==> config.mk <==
export PLATFORM = sky130hd
export DESIGN_NAME = mem_arbiter
export DESIGN_NICKNAME = d
export VERILOG_FILES = /design/src/rtl/mem_arbiter.sv
export SDC_FILE = /design/constraint.sdc
export NUM_CORES = 1
export LEC_CHECK = 0
export CAP_MARGIN = 15
export CORE_AREA = 2 2 102 104
export CTS_CLUSTER_DIAMETER = 40
export CTS_CLUSTER_SIZE = 28
export DETAILED_ROUTE_END_ITERATION = 10
export DIE_AREA = 0 0 104 106
export GPL_ROUTABILITY_DRIVEN = 0
export GPL_TIMING_DRIVEN = 0
export PLACE_DENSITY = 0.66
export SETUP_SLACK_MARGIN = 0.5
export SYNTH_ARGS = -nofsm -noshare
export SYNTH_HDL_FRONTEND = slang
export SYNTH_SLANG_ARGS = --single-unit
==> constraint.sdc <==
create_clock -name clk -period 1.35 [get_ports clk]
set_input_delay 0.135 -clock clk [delete_from_list [all_inputs] [get_ports clk]]
set_output_delay 0.135 -clock clk [all_outputs]
set_load 0.005 [all_outputs]
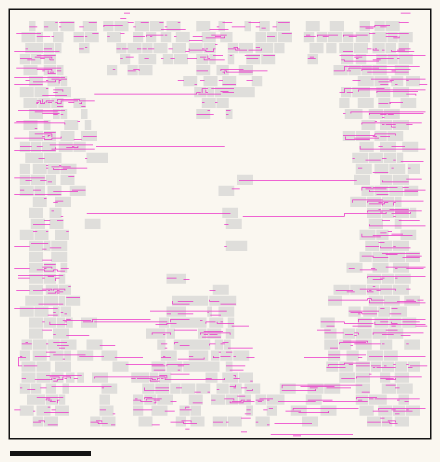
m1.png
The bar under the picture is 20 um long.
nets with wire on the layer = 450
longest straight run = 35.4 um
main direction = horizontal
wire length on this layer = 2310 um
share of all routed wire = 32%
GR Util met1: 10.75%
via count: 2078
detailed-route wire length: 7219 um

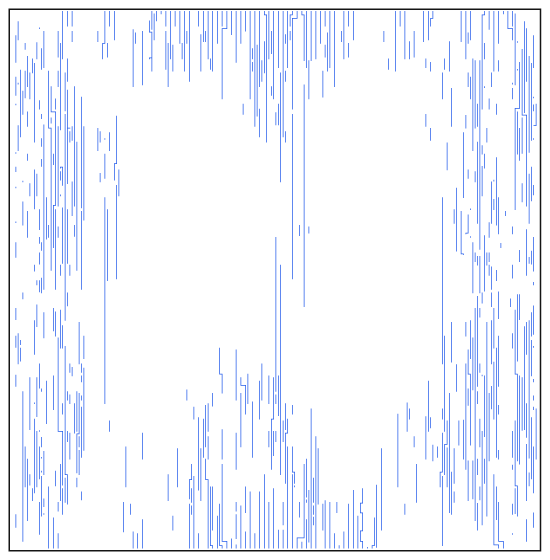
m2.png
main direction = vertical
wire length on this layer = 4010 um
met2 Use GR: 23.73%

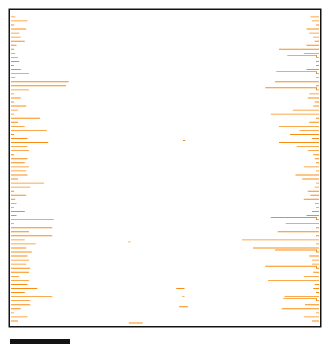
m3.png
The bar under the picture is 20 um long.
longest straight run = 25.5 um
nets with wire on the layer = 155
main direction = horizontal
share of all routed wire = 11%
grt met3 use: 3.617%

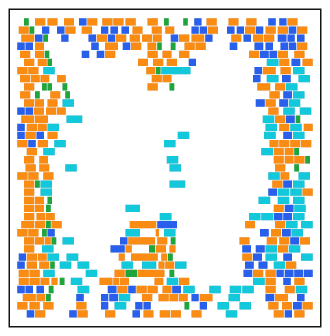
sizing.png
green -> x2  # cells 36, most used buf_2
blue -> x3 and x4  # cells 101, most used buf_4
orange -> x1 and smaller  # cells 207, most used clkdlybuf4s50_1
cyan -> x6 and larger  # cells 80, most used buf_6
final instance area: 4189 um2
Layout area overhead: 240.9%
Buffers, non-clock: 340

==> out/qor.yml <==
syn_area_per_cell_um2: 7.876
layout_top_cell: "clkdlybuf4s50_1"
antenna_found_initial: 0
core-area_um2: 10000
aoi_share_pct: 22.91
clk_pin_slew_ps: 30
yosys-top-cells-count: "buf_4 (68), and2_1 (36), a22o_1 (31)"
hold_violations: 0
fin_ws_ps: -366.2
cp.depth: 8
first_iter_violations: 31
r2r_cells: 8
layout.cells.non_filler: 560
critPathMostFrequentCell: "buf_6"
slew_violations: 0
outcome: "finished, violations left"
dp.cells: 521
synthCells: 156
placed_cell_area_um2: 3719
violations: "negative setup slack"
ys_chip_area_um2: 1229
cts_tree: "built"
whs_ps: 454.1
netlist.top_cell.by_area: "buf_4"
ff_type: "dfrtp_1"
path_class: "flop to primary output"
max_cap_violations: 0
largest_reg_flops: 2
grt_max_degree: 7
setup_violations: 68
io_pins: 262
fin_util_pct: 41.89
grt_overflow: 0
cts_sinks: 4
floorplan.initialDensity_pct: 12.29
routed.top_layer: "met4"
finClkSkew_ps: 1.128
## timing repair
item,in CTS,in global routing
endpoints found under the hold margin,4,0
gates resized,357,40
cloned,3,0
hold buffers,1,0
endpoints found under the setup margin,73,84
pin swaps,46,14
buffers inserted,28,4
## final cells by class
cell class	instances	area [um2]	area share (%)
inverters	1	3.754	0.08961
flip-flops and latches	4	100.1	2.389
well taps	136	170.2	4.062
clock buffers	3	41.29	0.9857
plain buffers	75	611.8	14.61
multi-input cells	76	659.4	15.74
repair buffers	265	2603	62.13
## report_power, final
group / total, mW / switching (mW) / internal (mW)
Sequential: 0.129 / 0.00296 / 0.126
Clock: 0.248 / 0.0581 / 0.190
Combinational: 1.26 / 0.334 / 0.925
Total: 1.64 / 0.395 / 1.24
